[src/rtl/game_pkg.sv]
// Shared widths, move codes and arbiter FSM encoding for the player movement logic.
package game_pkg;
  localparam int POS_W  = 5;
  localparam int MOVE_W = 3;
  localparam int MAP_W  = 2;

  localparam logic [MOVE_W-1:0] MV_NONE  = 3'b000;
  localparam logic [MOVE_W-1:0] MV_UP    = 3'b001;
  localparam logic [MOVE_W-1:0] MV_DOWN  = 3'b010;
  localparam logic [MOVE_W-1:0] MV_LEFT  = 3'b011;
  localparam logic [MOVE_W-1:0] MV_RIGHT = 3'b100;

  typedef enum logic [1:0] {
    ST_IDLE = 2'd0,
    ST_WAIT = 2'd1,
    ST_DONE = 2'd2
  } state_t;
endpackage

[src/rtl/rr_arbiter2.sv]
// Two-requester round-robin arbiter: grant=0 selects player 0, grant=1 selects player 1.
module rr_arbiter2 (
  input  logic clk,
  input  logic reset,
  input  logic req0,
  input  logic req1,
  input  logic take,
  output logic grant
);
  logic last;

  // A tie goes to whoever was not granted last; a lone request always wins.
  always_comb begin
    grant = 1'b0;
    if (req0 && req1) grant = ~last;
    else if (req1)    grant = 1'b1;
  end

  always_ff @(posedge clk) begin
    if (reset)                      last <= 1'b1;
    else if (take && (req0 || req1)) last <= grant;
  end
endmodule

[src/rtl/player_move_arbiter.sv]
// Serialises player move requests through one shared collision detector and
// commits the result unless it would land on the other player.
module player_move_arbiter
  import game_pkg::*;
#(
  parameter int               CD_LATENCY = 0,
  parameter logic [POS_W-1:0] P0_X_INIT  = 5'd1,
  parameter logic [POS_W-1:0] P0_Y_INIT  = 5'd1,
  parameter logic [POS_W-1:0] P1_X_INIT  = 5'd30,
  parameter logic [POS_W-1:0] P1_Y_INIT  = 5'd30
) (
  input  logic              clk,
  input  logic              reset,
  input  logic              p0_req,
  input  logic              p1_req,
  input  logic [MOVE_W-1:0] p0_move,
  input  logic [MOVE_W-1:0] p1_move,
  input  logic [MAP_W-1:0]  map,
  output logic [POS_W-1:0]  cd_x_pos,
  output logic [POS_W-1:0]  cd_y_pos,
  output logic [MOVE_W-1:0] cd_move,
  output logic [MAP_W-1:0]  cd_map,
  input  logic [POS_W-1:0]  cd_new_x_pos,
  input  logic [POS_W-1:0]  cd_new_y_pos,
  output logic [POS_W-1:0]  p0_x,
  output logic [POS_W-1:0]  p0_y,
  output logic [POS_W-1:0]  p1_x,
  output logic [POS_W-1:0]  p1_y,
  output logic              p0_ack,
  output logic              p1_ack,
  output logic              blocked,
  output logic              busy,
  output state_t            state
);
  localparam int CNT_W = 8;

  logic             arb_grant;
  logic             grant_q;
  logic             take;
  logic             hit;
  logic [CNT_W-1:0] wait_cnt;

  assign take = (state == ST_IDLE);
  assign busy = (state != ST_IDLE);

  rr_arbiter2 u_rr (
    .clk   (clk),
    .reset (reset),
    .req0  (p0_req),
    .req1  (p1_req),
    .take  (take),
    .grant (arb_grant)
  );

  // The detector result is compared against the player that is not moving.
  assign hit = grant_q ? (cd_new_x_pos == p0_x && cd_new_y_pos == p0_y)
                       : (cd_new_x_pos == p1_x && cd_new_y_pos == p1_y);

  always_ff @(posedge clk) begin
    if (reset) begin
      state    <= ST_IDLE;
      grant_q  <= 1'b0;
      wait_cnt <= '0;
      cd_x_pos <= P0_X_INIT;
      cd_y_pos <= P0_Y_INIT;
      cd_move  <= MV_NONE;
      cd_map   <= '0;
      p0_x     <= P0_X_INIT;
      p0_y     <= P0_Y_INIT;
      p1_x     <= P1_X_INIT;
      p1_y     <= P1_Y_INIT;
      p0_ack   <= 1'b0;
      p1_ack   <= 1'b0;
      blocked  <= 1'b0;
    end else begin
      p0_ack <= 1'b0;
      p1_ack <= 1'b0;
      case (state)
        ST_IDLE: begin
          if (p0_req || p1_req) begin
            grant_q  <= arb_grant;
            cd_x_pos <= arb_grant ? p1_x : p0_x;
            cd_y_pos <= arb_grant ? p1_y : p0_y;
            cd_move  <= arb_grant ? p1_move : p0_move;
            cd_map   <= map;
            wait_cnt <= CNT_W'(CD_LATENCY);
            state    <= ST_WAIT;
          end
        end
        ST_WAIT: begin
          if (wait_cnt == '0) begin
            blocked <= hit;
            if (!hit) begin
              if (grant_q) begin
                p1_x <= cd_new_x_pos;
                p1_y <= cd_new_y_pos;
              end else begin
                p0_x <= cd_new_x_pos;
                p0_y <= cd_new_y_pos;
              end
            end
            p0_ack <= ~grant_q;
            p1_ack <= grant_q;
            state  <= ST_DONE;
          end else begin
            wait_cnt <= wait_cnt - 1'b1;
          end
        end
        ST_DONE: state <= ST_IDLE;
        default: state <= ST_IDLE;
      endcase
    end
  end
endmodule

[config.mk]
export PLATFORM = sky130hd
export DESIGN_NAME = player_move_arbiter
export DESIGN_NICKNAME = d
export VERILOG_FILES = /design/src/rtl/game_pkg.sv /design/src/rtl/rr_arbiter2.sv /design/src/rtl/player_move_arbiter.sv
export SDC_FILE = /design/constraint.sdc
export NUM_CORES = 1
export LEC_CHECK = 0
export ABC_AREA = 1
export CAP_MARGIN = 20
export CELL_PAD_IN_SITES_DETAIL_PLACEMENT = 0
export CELL_PAD_IN_SITES_GLOBAL_PLACEMENT = 1
export CORE_MARGIN = 3
export CORE_UTILIZATION = 37
export DETAILED_ROUTE_END_ITERATION = 8
export GPL_ROUTABILITY_DRIVEN = 0
export MAX_ROUTING_LAYER = met4
export PLACE_DENSITY_LB_ADDON = 0.3
export SLEW_MARGIN = 10
export SYNTH_ARGS = -nofsm -noshare
export SYNTH_HDL_FRONTEND = slang
export SYNTH_SLANG_ARGS = --single-unit
[constraint.sdc]
create_clock -name clk -period 2.9 [get_ports clk]
set_input_delay 0.58 -clock clk [delete_from_list [all_inputs] [get_ports clk]]
set_output_delay 0.58 -clock clk [all_outputs]
set_load 0.01 [all_outputs]
==> run notes, run 1 <==
flow finished, numbers: status complete, no violations, fin nets 457, Max-Cap Viols 0, Critical Path Max Stage Delay between 0.5 and 0.6 ns, crit-path max FO 16, Signal buf overhead between 10% and 20%, Worst-Margin Slew 0.524 ns, Post-DRT Antenna Nets 0, inverters 53, Seq. pwr 1090 µW, post-CTS setup buffer count 0, Slew HR 65.0%, dominant kind of cell combinational gates, R2R cell count 10, Clock Sinks approximately 50, Final HPWL DP between 5 and 6 mm, gr usage total 17.6%, Plain + repair buffers ~67, Synth Warn # 0, Reg2Reg Setup Slack just under 1 ns, vias per cell between 4 and 5, Period Utilization, post-route 75.5%, clock share of power 14.2%, Cells after Synth 372, largest net degree at the start of global routing 25, Biggest consumer combinational cells, Area Overhead vs Synth 30.7%, Longest Clk Path Bufs 2, P_clk 439 µW, full die area 8090 µm², combinational share of cell area 39.2%, first-pass GRT wire length roughly 12 mm, die height 90.0 µm, clock buf count 5, tool warnings 27, register area share after synthesis 38.4%, Synth logic family simple AND/OR/NAND/NOR gates, final hold violations 0, Multiplexer share 0%, Synthesized registers 50, Worst VDD drop 0.000381 V
## run 1: sequential cells by signal (all words and copies together) (netlist names), 3 cells and up
signal / flops
cd_y_pos: 5
p1_y: 5
cd_move: 3
p0_x: 5
cd_x_pos: 5
wait_cnt: 8
p1_x: 5
p0_y: 5
## run 1: placed cells by master, fill, tap and decap left out
master,n
a21oi_2,1
a211oi_1,1
inv_8,1
nor2_4,5
nor2_2,14
o21ai_0,1
o21ai_1,5
inv_1,35
inv_2,8
nor2_8,1
nor3_1,2
dfxtp_1,50
or2_4,1
a21oi_1,11
clkbuf_8,5
nand3_4,2
nand2_4,2
xor2_1,3
clkdlybuf4s50_1,62
buf_4,5
clkinv_1,10
o211a_1,1
clkinv_4,2
nand3_1,17
nand3_2,2
o21ai_2,1
ha_1,2
nand2_1,101
nand4_1,27
o31ai_1,10
nor2_1,41
o211ai_1,1
xnor2_1,4
## run 1: cells in the mapped netlist
| cell type | n | area share, % |
|---|---|---|
| buf_4 | 2 | 0.58 |
| clkbuf_1 | 4 | 0.58 |
| inv_1 | 35 | 5.0 |
| nand4_1 | 27 | 6.5 |
| nor2_1 | 41 | 5.9 |
| nor2_8 | 1 | 0.77 |
| o21ai_1 | 5 | 0.96 |
| o211ai_1 | 1 | 0.29 |
| clkinv_1 | 10 | 1.4 |
| buf_2 | 6 | 1.2 |
| nand2_1 | 101 | 15 |
| a21oi_2 | 1 | 0.34 |
| o21ai_2 | 1 | 0.34 |
| nand3_4 | 2 | 1.3 |
| o211a_1 | 1 | 0.38 |
| a211oi_1 | 1 | 0.29 |
| nand3_2 | 2 | 0.77 |
| o21ai_0 | 1 | 0.19 |
| xor2_1 | 3 | 1.0 |
| xnor2_1 | 4 | 1.3 |
| dfxtp_1 | 50 | 38 |
| nor2_2 | 14 | 3.4 |
| ha_1 | 2 | 0.96 |
| nand2_4 | 2 | 0.86 |
| o31ai_1 | 10 | 2.9 |
| inv_2 | 8 | 1.2 |
| a21oi_1 | 11 | 2.1 |
| nand3_1 | 17 | 3.3 |
| or2_4 | 1 | 0.34 |
| nor2_4 | 5 | 2.2 |
| nor3_1 | 2 | 0.38 |
| buf_6 | 1 | 0.43 |
## run 1: per-stage QoR
stage / setup WS [ns] / util [%] / area [µm²] / hold slack (ns) / cells
after floorplan: 1.37 / - / 2610 / 0.429 / 372
after global placement: 0.400 / 50.1 / 3310 / 0.429 / 519
after detailed placement: 0.385 / 50.1 / 3310 / 0.441 / 519
after CTS: 0.716 / 51.6 / 3410 / 0.461 / 527
after global routing: 0.550 / 51.6 / 3410 / 0.496 / 527
final: 0.710 / 51.6 / 3410 / 0.454 / 527
## run 1: worst max-delay path, delay by kind of cell
| family | cells | cell delay, ns |
|---|---|---|
| and+or+nand+nor | 6 | 0.84 |
| buffers and inverters | 3 | 0.94 |
| AOI/OAI and AO/OA | 1 | 0.09 |
## run 1: per-layer routing
layer	routed length (µm)	track usage, %
met5	0	-
met4	91	4.59
met2	3040	27.0
met3	251	3.26
met1	3460	24.1
## run 1: cell families (layout without fill, tap and decap cells)
logic type      after synthesis  count (layout)
xor+xnor                      7               7
fa+ha+maj                     2               2
compound gates               32              32
flops                        50              50
simple gates                215             215
buf+inv                      66             128
run_1/density.png
9 x 9 tiles, from black (low) to pale yellow (high), 0 to 100% covered.
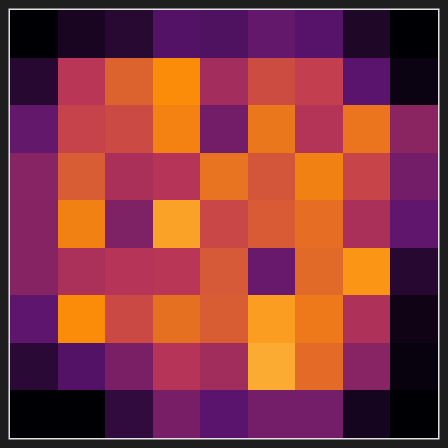
- tiles over 75% full: 6.2%
- fullest tile: 82%
- mean over tiles: 41%
- nearly empty tiles: 6.2%
- densest ninth of the die: middle

run_1/metal_stack.png
The bar under the picture is 20 µm long. Only two layers are drawn.
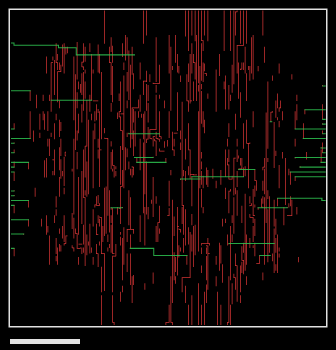
- red: met2 (wire length 3040 µm)
- green: met3 (wire length 252 µm)
drt total wl: 6.85 mm
vias: 2491

run_1/final_congestion.png
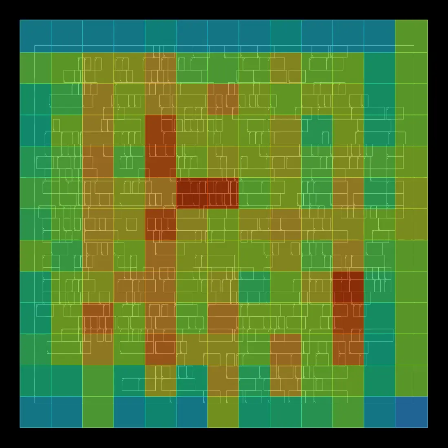
grt peak-use layer: met2
DR WL/cell: 13.0 µm
met2 usage: 27.0%

run_1/cell_classes.png
The bar under the picture is 20 µm long. Fill, decap, tap and diode cells in gray.
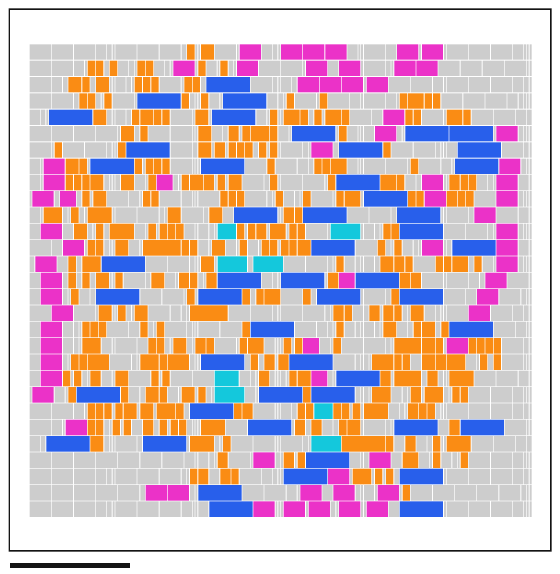
- cyan: clock drivers and dummy loads (cells 8)
- blue: flip-flops (cells 50)
- magenta: other buffers and delay cells (cells 67)
- orange: all other logic (cells 309)

==> run 1 -> run 2 <==
- CORE_UTILIZATION: 37 -> 35
- clock period: 2.9 -> 2.1 ns (I/O delays scaled with it)
run_2/registers.png
The bar under the picture is 20 µm long.
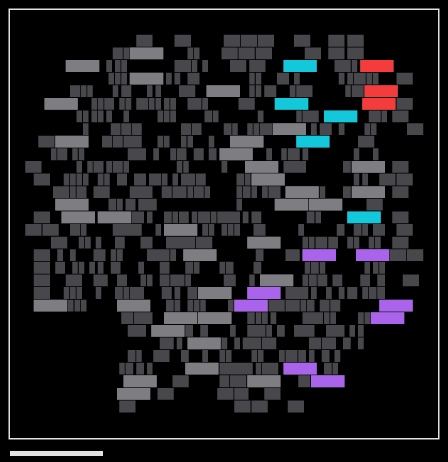
- cyan: cd_y_pos (sequential cells 5)
- red: cd_move (sequential cells 3)
- purple: wait_cnt (sequential cells 8)
Register Area: 1000 µm²
flop share of the area: 28.8%
post-layout util: 49.5%
Seq. pwr: 1520 µW

==> run 2 against run 1 <==
Wire length up 0.61%. Register-to-register slack worse by 0.62 ns. Via count rose by 0.24%. Power rose by 38%. Sequential cell count unchanged. Worst setup slack got worse by 0.44 ns. Area after synthesis unchanged. Combinational power up 38%. Non-clock buffer count grew 8. Sequential share of layout area is 0.54 points lower. Design area increased by 1.9%. Synthesized cell count did not move. Critical path type is now reg -> out.
==> run notes, run 2 <==
flow finished, numbers: status complete, no violations, final hold violations 0, largest net degree at the start of global routing 25, die height a little over 90 µm, most common cell in the synthesized netlist nand2_1, fin nets about 470, Final HPWL DP 5.33 mm, post-CTS setup buffer count 0, Inst Count DP 530, register area share after synthesis between 30% and 40%, Worst VDD drop 0.000571 V, vias 2497, gr usage total around 17%, Longest Clk Path Bufs 2, Area leader share 38.4%, Post-DRT Antenna Nets 0, Clock Sinks approximately 50, Post-synth EDFFs 0, Post-synth ARST share 0%, Period Utilization, post-route 87.2%, Cells after Synth 372, Synthesized registers 50, drt total wl 6.89 mm, most numerous logic cell after layout nand2_1, Critical Path Max Stage Delay 0.49 ns, most common logic cells in the final layout nand2_1 (101), clkdlybuf4s50_1 (62), dfxtp_1 (50), vias per cell about 4.6, Synth Warn # 0, DR WL/cell 12.8 µm, Area Overhead vs Synth 33.2%
run_2/density.png
9 x 9 tiles, from black (low) to pale yellow (high), 0 to 100% covered.
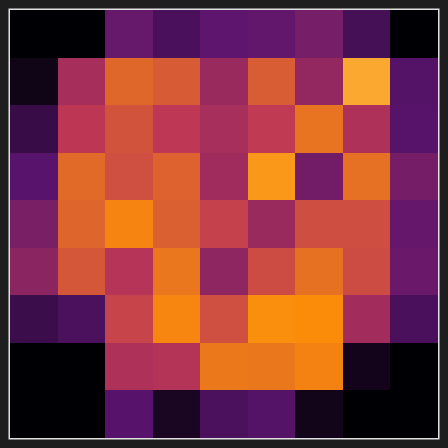
- densest ninth of the die: middle
- nearly empty tiles: 12%
- fullest tile: 81%
- tiles over 75% full: 3.7%
- emptiest ninth of the die: bottom left
- mean over tiles: 39%

[run 2: cell type report]
cell class,instances,area [µm²]
timing repair buffer,75,718
inverter,53,199
tap,96,120
sequential,50,1000
clock inverter,3,28.8
multi-input combinational,256,1340
fill,737,3550
clock buffer,5,68.8
[run 2: cells by family after synthesis]
logic type,Yosys count,share of synthesized area [%]
flip-flops,50,38.4
buffers and inverters,66,10.4
XOR/XNOR,7,2.35
adder cells (fa/ha/maj),2,0.960
AND-OR/OR-AND,32,7.77
AND/OR/NAND/NOR,215,40.2
[run 2: worst paths after layout]
check / from / end / slack, ns / depth (start not counted)
setup / recovery: state[0]$_SDFFE_PP0P_ / busy / 0.27 / 2
hold / removal: cd_map[0]$_SDFFE_PP0P_ / cd_map[0]$_SDFFE_PP0P_ / 0.45 / 2
setup reg to reg: wait_cnt[1]$_SDFFE_PP0P_ / p0_y[3]$_SDFFE_PP0P_ / 0.37 / 10
hold reg to reg: cd_map[0]$_SDFFE_PP0P_ / cd_map[0]$_SDFFE_PP0P_ / 0.45 / 2
[run 2: worst max-delay path: cells and delay by family (launching register included)]
family / cells / cell delay [ns]
buffers and inverters: 1 / 0.49
DFF: 1 / 0.34
and+or+nand+nor: 1 / 0.28
[run 2: per-layer routing]
layer	global-route usage (%)	wire, µm	up-vias
met2	26.0	3090	58
met1	23.9	3290	1110
met4	4.46	72	0
met5	-	0	-
li1	-	-	1321
met3	3.33	438	8
[run 2: stage by stage]
stage               setup slack [ns]  setup TNS (ns)  hold WS [ns]  cell area, µm²  total power [µW]
CTS                            0.251               0         0.457            3470              4350
global placement             -0.0376          -0.328         0.432            3370              3710
floorplan                      0.566               0         0.429            2610              2890
detailed placement           -0.0334          -0.190         0.438            3370              3720
global route                   0.113               0         0.497            3470              4680
finish                         0.268               0         0.455            3470              4290
[run 2: power by group]
part / internal, µW / leakage, µW / switching, µW
Combinational: 975 / 0.00109 / 1190
Sequential: 1240 / 0.000409 / 278
Clock: 250 / 0.0000506 / 358
Power figures rest on the tool's default switching activity, not on a simulated workload.
